**src/rtl/sram_cmd_serializer.sv**
```systemverilog
// sram_cmd_serializer: host-side command front-end for the serial-load SRAM.
// Takes one read or write command at a time over a valid/ready handshake.
// Writes are shifted out MSB-first on serial_in/shift and then committed with
// w_en. Reads pulse r_en, wait (bounded) for data_valid and return the word
// over a response handshake.
//
// Optional feature (compile-time macro SRAM_SER_WR_VERIFY_EN): every write is
// read back from the same row and answered with the read word; rsp_err flags a
// mismatch or a timeout.
//
// Ports:
//   clk, arst_n            clock (rising edge), async active-low reset
//   cmd_valid/cmd_ready    command handshake; cmd_we, cmd_addr, cmd_wdata payload
//   rsp_valid/rsp_ready    response handshake; rsp_rdata, rsp_err payload
//   serial_in, shift       serial write data and strobe to the SRAM
//   w_en, r_en, addr       write/read strobes and row address to the SRAM
//   data_valid, data_out   read data returned by the SRAM
//   busy                   high whenever a command is in flight
module sram_cmd_serializer #(
    parameter int unsigned ROWS       = 16,
    parameter int unsigned COLS       = 8,
    parameter int unsigned BIT_CYCLES = 2,
    parameter int unsigned RD_TIMEOUT = 16
) (
    input  logic                     clk,
    input  logic                     arst_n,
    input  logic                     cmd_valid,
    output logic                     cmd_ready,
    input  logic                     cmd_we,
    input  logic [$clog2(ROWS)-1:0]  cmd_addr,
    input  logic [COLS-1:0]          cmd_wdata,
    output logic                     rsp_valid,
    input  logic                     rsp_ready,
    output logic [COLS-1:0]          rsp_rdata,
    output logic                     rsp_err,
    output logic                     serial_in,
    output logic                     shift,
    output logic                     w_en,
    output logic                     r_en,
    output logic [$clog2(ROWS)-1:0]  addr,
    input  logic                     data_valid,
    input  logic [COLS-1:0]          data_out,
    output logic                     busy
);

    localparam int unsigned AW = $clog2(ROWS);
    localparam int unsigned BW = (COLS > 1) ? $clog2(COLS) : 1;
    localparam int unsigned HW = (BIT_CYCLES > 1) ? $clog2(BIT_CYCLES) : 1;
    localparam int unsigned TW = $clog2(RD_TIMEOUT + 1);

    typedef enum logic [2:0] {
        S_IDLE,
        S_SHIFT,
        S_WRITE,
        S_READ,
        S_WAIT_RD,
        S_RESP
    } state_t;

    state_t          state_q, state_d;
    logic [BW-1:0]   bit_q, bit_d;
    logic [HW-1:0]   hold_q, hold_d;
    logic [TW-1:0]   to_q, to_d;
    // Write word, rotated left once per bit; after COLS bits it is back to the
    // original value, which the read-back compare relies on.
    logic [COLS-1:0] data_q, data_d;
    logic [AW-1:0]   addr_d;
    logic [COLS-1:0] rdata_d;
    logic            err_d;
    logic            cmd_ready_d, busy_d, shift_d, serial_in_d;
    logic            w_en_d, r_en_d, rsp_valid_d;
`ifdef SRAM_SER_WR_VERIFY_EN
    logic            we_q, we_d;
`endif

    // State, counters and all registered outputs
    always_ff @(posedge clk or negedge arst_n) begin
        if (!arst_n) begin
            state_q   <= S_IDLE;
            bit_q     <= '0;
            hold_q    <= '0;
            to_q      <= '0;
            data_q    <= '0;
            addr      <= '0;
            rsp_rdata <= '0;
            rsp_err   <= 1'b0;
            cmd_ready <= 1'b0;
            busy      <= 1'b0;
            shift     <= 1'b0;
            serial_in <= 1'b0;
            w_en      <= 1'b0;
            r_en      <= 1'b0;
            rsp_valid <= 1'b0;
`ifdef SRAM_SER_WR_VERIFY_EN
            we_q      <= 1'b0;
`endif
        end else begin
            state_q   <= state_d;
            bit_q     <= bit_d;
            hold_q    <= hold_d;
            to_q      <= to_d;
            data_q    <= data_d;
            addr      <= addr_d;
            rsp_rdata <= rdata_d;
            rsp_err   <= err_d;
            cmd_ready <= cmd_ready_d;
            busy      <= busy_d;
            shift     <= shift_d;
            serial_in <= serial_in_d;
            w_en      <= w_en_d;
            r_en      <= r_en_d;
            rsp_valid <= rsp_valid_d;
`ifdef SRAM_SER_WR_VERIFY_EN
            we_q      <= we_d;
`endif
        end
    end

    // Next-state logic; outputs are decoded from the next state so they line
    // up with the state they belong to.
    always_comb begin
        state_d = state_q;
        bit_d   = bit_q;
        hold_d  = hold_q;
        to_d    = to_q;
        data_d  = data_q;
        addr_d  = addr;
        rdata_d = rsp_rdata;
        err_d   = rsp_err;
`ifdef SRAM_SER_WR_VERIFY_EN
        we_d    = we_q;
`endif

        case (state_q)
            S_IDLE: begin
                if (cmd_valid && cmd_ready) begin
                    addr_d  = cmd_addr;
                    data_d  = cmd_wdata;
                    bit_d   = '0;
                    hold_d  = '0;
`ifdef SRAM_SER_WR_VERIFY_EN
                    we_d    = cmd_we;
`endif
                    state_d = cmd_we ? S_SHIFT : S_READ;
                end
            end
            S_SHIFT: begin
                if (hold_q == HW'(BIT_CYCLES - 1)) begin
                    hold_d = '0;
                    data_d = {data_q[COLS-2:0], data_q[COLS-1]};
                    if (bit_q == BW'(COLS - 1)) begin
                        state_d = S_WRITE;
                    end else begin
                        bit_d = bit_q + BW'(1);
                    end
                end else begin
                    hold_d = hold_q + HW'(1);
                end
            end
            S_WRITE: begin
`ifdef SRAM_SER_WR_VERIFY_EN
                state_d = S_READ;
`else
                state_d = S_IDLE;
`endif
            end
            S_READ: begin
                to_d    = '0;
                state_d = S_WAIT_RD;
            end
            S_WAIT_RD: begin
                // Data has priority over a timeout landing in the same cycle
                if (data_valid) begin
                    rdata_d = data_out;
`ifdef SRAM_SER_WR_VERIFY_EN
                    err_d   = we_q && (data_out != data_q);
`else
                    err_d   = 1'b0;
`endif
                    state_d = S_RESP;
                end else begin
                    to_d = to_q + TW'(1);
                    if (to_d == TW'(RD_TIMEOUT)) begin
                        rdata_d = '0;
                        err_d   = 1'b1;
                        state_d = S_RESP;
                    end
                end
            end
            S_RESP: begin
                if (rsp_valid && rsp_ready) begin
                    state_d = S_IDLE;
                end
            end
            default: state_d = S_IDLE;
        endcase

        cmd_ready_d = (state_d == S_IDLE);
        busy_d      = (state_d != S_IDLE);
        shift_d     = (state_d == S_SHIFT);
        serial_in_d = shift_d && data_d[COLS-1];
        w_en_d      = (state_d == S_WRITE);
        r_en_d      = (state_d == S_READ);
        rsp_valid_d = (state_d == S_RESP);
    end

endmodule

```
**config.mk**
```make
export PLATFORM = sky130hd
export DESIGN_NAME = sram_cmd_serializer
export DESIGN_NICKNAME = d
export VERILOG_FILES = /design/src/rtl/sram_cmd_serializer.sv
export SDC_FILE = /design/constraint.sdc
export NUM_CORES = 1
export LEC_CHECK = 0
export CORE_UTILIZATION = 48
export DETAILED_ROUTE_END_ITERATION = 12
export PLACE_DENSITY = 0.78
export RECOVER_POWER = 50
export SLEW_MARGIN = 40
export SYNTH_ARGS = -nofsm -noshare
export SYNTH_HDL_FRONTEND = slang
export SYNTH_SLANG_ARGS = --single-unit
```
**constraint.sdc**
```tcl
create_clock -name clk -period 2.28 [get_ports clk]
set_clock_uncertainty 0.1 [all_clocks]
set_input_delay 0.57 -clock clk [delete_from_list [all_inputs] [get_ports clk]]
set_output_delay 0.57 -clock clk [all_outputs]
set_load 0.02 [all_outputs]
```
### Supply network

Bar = 20 microns. Pins as bars on the die edge.
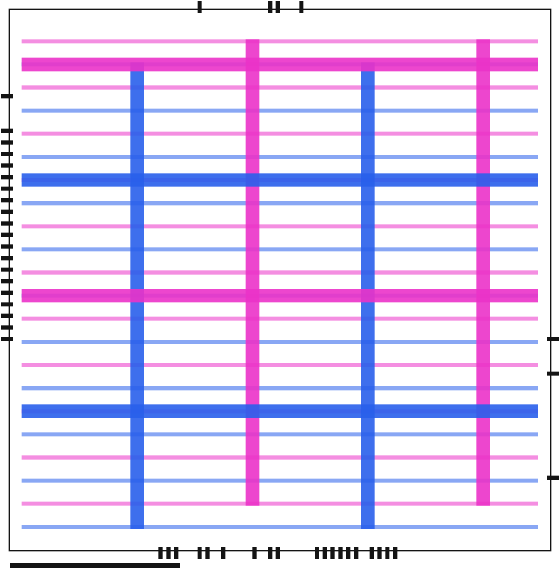
- blue: VSS
- magenta: VDD
- met1 rails: 22
- rows: 21
- met5 straps: 4
- signal pins: 46
- met4 straps: 4

### Cell classes on the final placement

Bar = 20 microns.
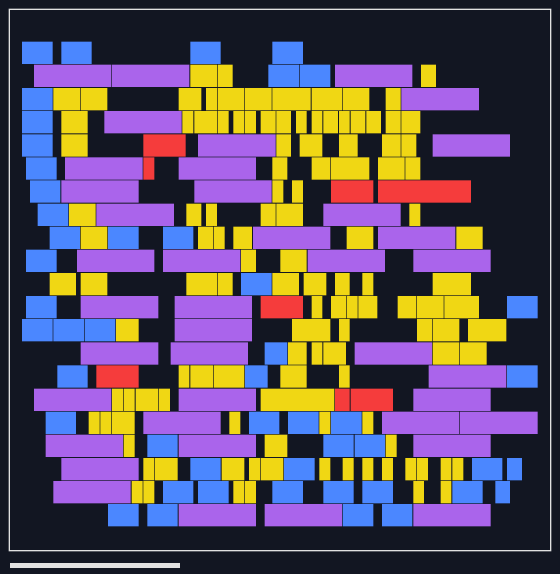
- red: clock drivers and dummy loads (cells 8; share of their area 4.6%)
- purple: flip-flops (cells 40; share of their area 43%)
- blue: other buffers and delay cells (cells 48; share of their area 20%)
- yellow: all other logic (cells 121; share of their area 32%)
Std-Cell Rows: 21
Final Instance Area: 0.00239 sq mm
Seq area share: 42.0%

### Routed clock nets over the placement

Bar = 20 microns.
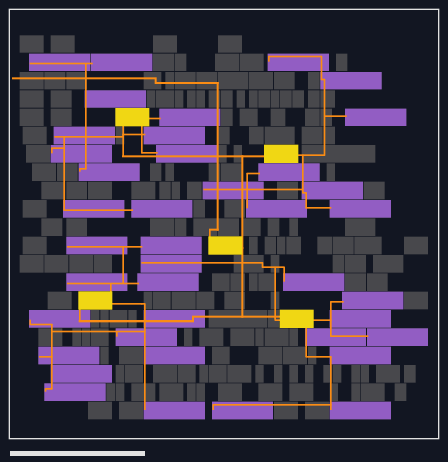
- yellow: cells driving clock nets (count 5)
- orange: clock wires (length 449 microns)
- purple: flip-flops (count 40)
- flops lie: spread over the die

### Signal wires by layer

Two of the layers only.
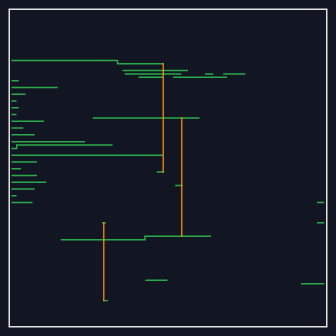
- green: met3 (wire length 262 microns)
- orange: met4 (wire length 61.2 microns)
routed vias: 1477
GR Util All Layers: 21.8%
wire length per cell: 14.8 microns
drt total wl: 3890 microns

### Cell placement

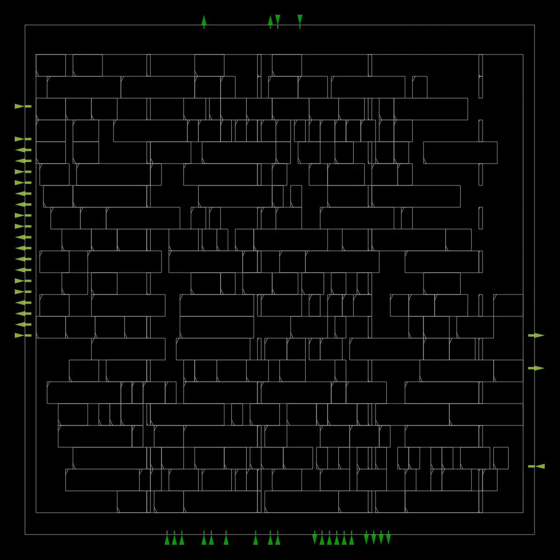
post-route insts no fill: 263
CORE AREA: 0.00347 sq mm
Fill cells: 273
num tapcells: 46

==> Slide: Implementation Results <==
Flow Results at a Glance

Placement
  – DP HPWL: approximately 2800 microns
  – Gpl congestion: approximately 0.80
  – Area after DPL: between 0.002 and 0.0025 sq mm

Clocking
  – CTS tree: yes
  – H-Tree Depth: 2
  – Clock sinks: roughly 40
  – Clk pin slew, worst setup/hold paths: about 70 ps
  – Clk buf depth: 2
  – Clock Latency Late Sink: roughly 290 ps

Worst setup path
  – R2R Path Start: state_q[0]$_DFF_PN0_
  – Setup crit end kind: register
  – Crit path required time: roughly 2400 ps
  – CP Max Fanout: 15
  – Buf/Inv on CP: 0
  – Worst EP arrival: about 2100 ps

Final timing
  – RSZ-0062 raised after global routing: false
  – Final count of pins violating max slew: 0
  – Fmax: 498 MHz
  – Final Critical Period: 2010 ps
  – Final Hold Viols: 0
  – Final clock period utilization by the worst path: just under 90%
  – Final setup fails: 0

Global route
  – Total gr overflow: 0
  – Met1 GRT Util: between 20 and 30%
  – First-pass GRT wire length: 6690 microns
  – Vias in the first global route: 1441
  – Pin count of the biggest net entering global routing: between 40 and 50

Detailed routing
  – DR DRC count: 0
  – Top Metal Used: met4
  – M1 WL: approximately 1700 microns

Logic synthesis
  – Top cells by area: dfrtp_1 55%, nand2_1 7.9%, a22o_1 6.3%, a22oi_1 3.3%, a21oi_1 2.8%
  – Distinct lib cells: about 40
  – Area leader, netlist: dfrtp_1
  – MUX area fraction: less than 1%
  – Post-synthesis async set-or-reset flop share: 100%
  – YS warnings: 0
  – Adder Share, Synth: under 10%
  – Post-synthesis cell count: approximately 170
  – Aoi share: 19.1%

Cells and area
  – Final core occ: between 60% and 70%
  – Synth-to-layout area growth: 31.3%

Job
  – Stage-log warning count: 26
  – Max cap viols: 0

Pwr
  – Static leakage: between 1 and 1.5 nW
  – Pwr Density: around 1300 mW/mm^2

Floorplanning
  – Die x size: approximately 64 microns
  – Fp_density: a little over half

Run status
  – Outcome: completed
-- final cells by class --
type	instances	area [sq um]
Fill cell	273	1080
Sequential cell	40	1000
Multi-Input combinational cell	119	747
Timing Repair Buffer	48	465
Clock buffer	6	72.6
Tap cell	46	57.6
Clock inverter	2	35.0
Inverter	2	7.51
-- state kept, by name, summed over array words and instances, names as in the netlist --
register / cells
state_q: 3
addr: 4
cmd_ready: 1
rsp_valid: 1
to_q: 5
r_en: 1
bit_q: 3
serial_in: 1
w_en: 1
shift: 1
rsp_rdata: 8
rsp_err: 1
busy: 1
data_q: 8
hold_q: 1
-- report_power, final --
group	switching, W	total, W	internal [W]
registers	0.000228	0.00120	0.000974
logic	0.000647	0.00127	0.000619
clock network	0.000232	0.000557	0.000325
Power is estimated from default activity; no workload was simulated.
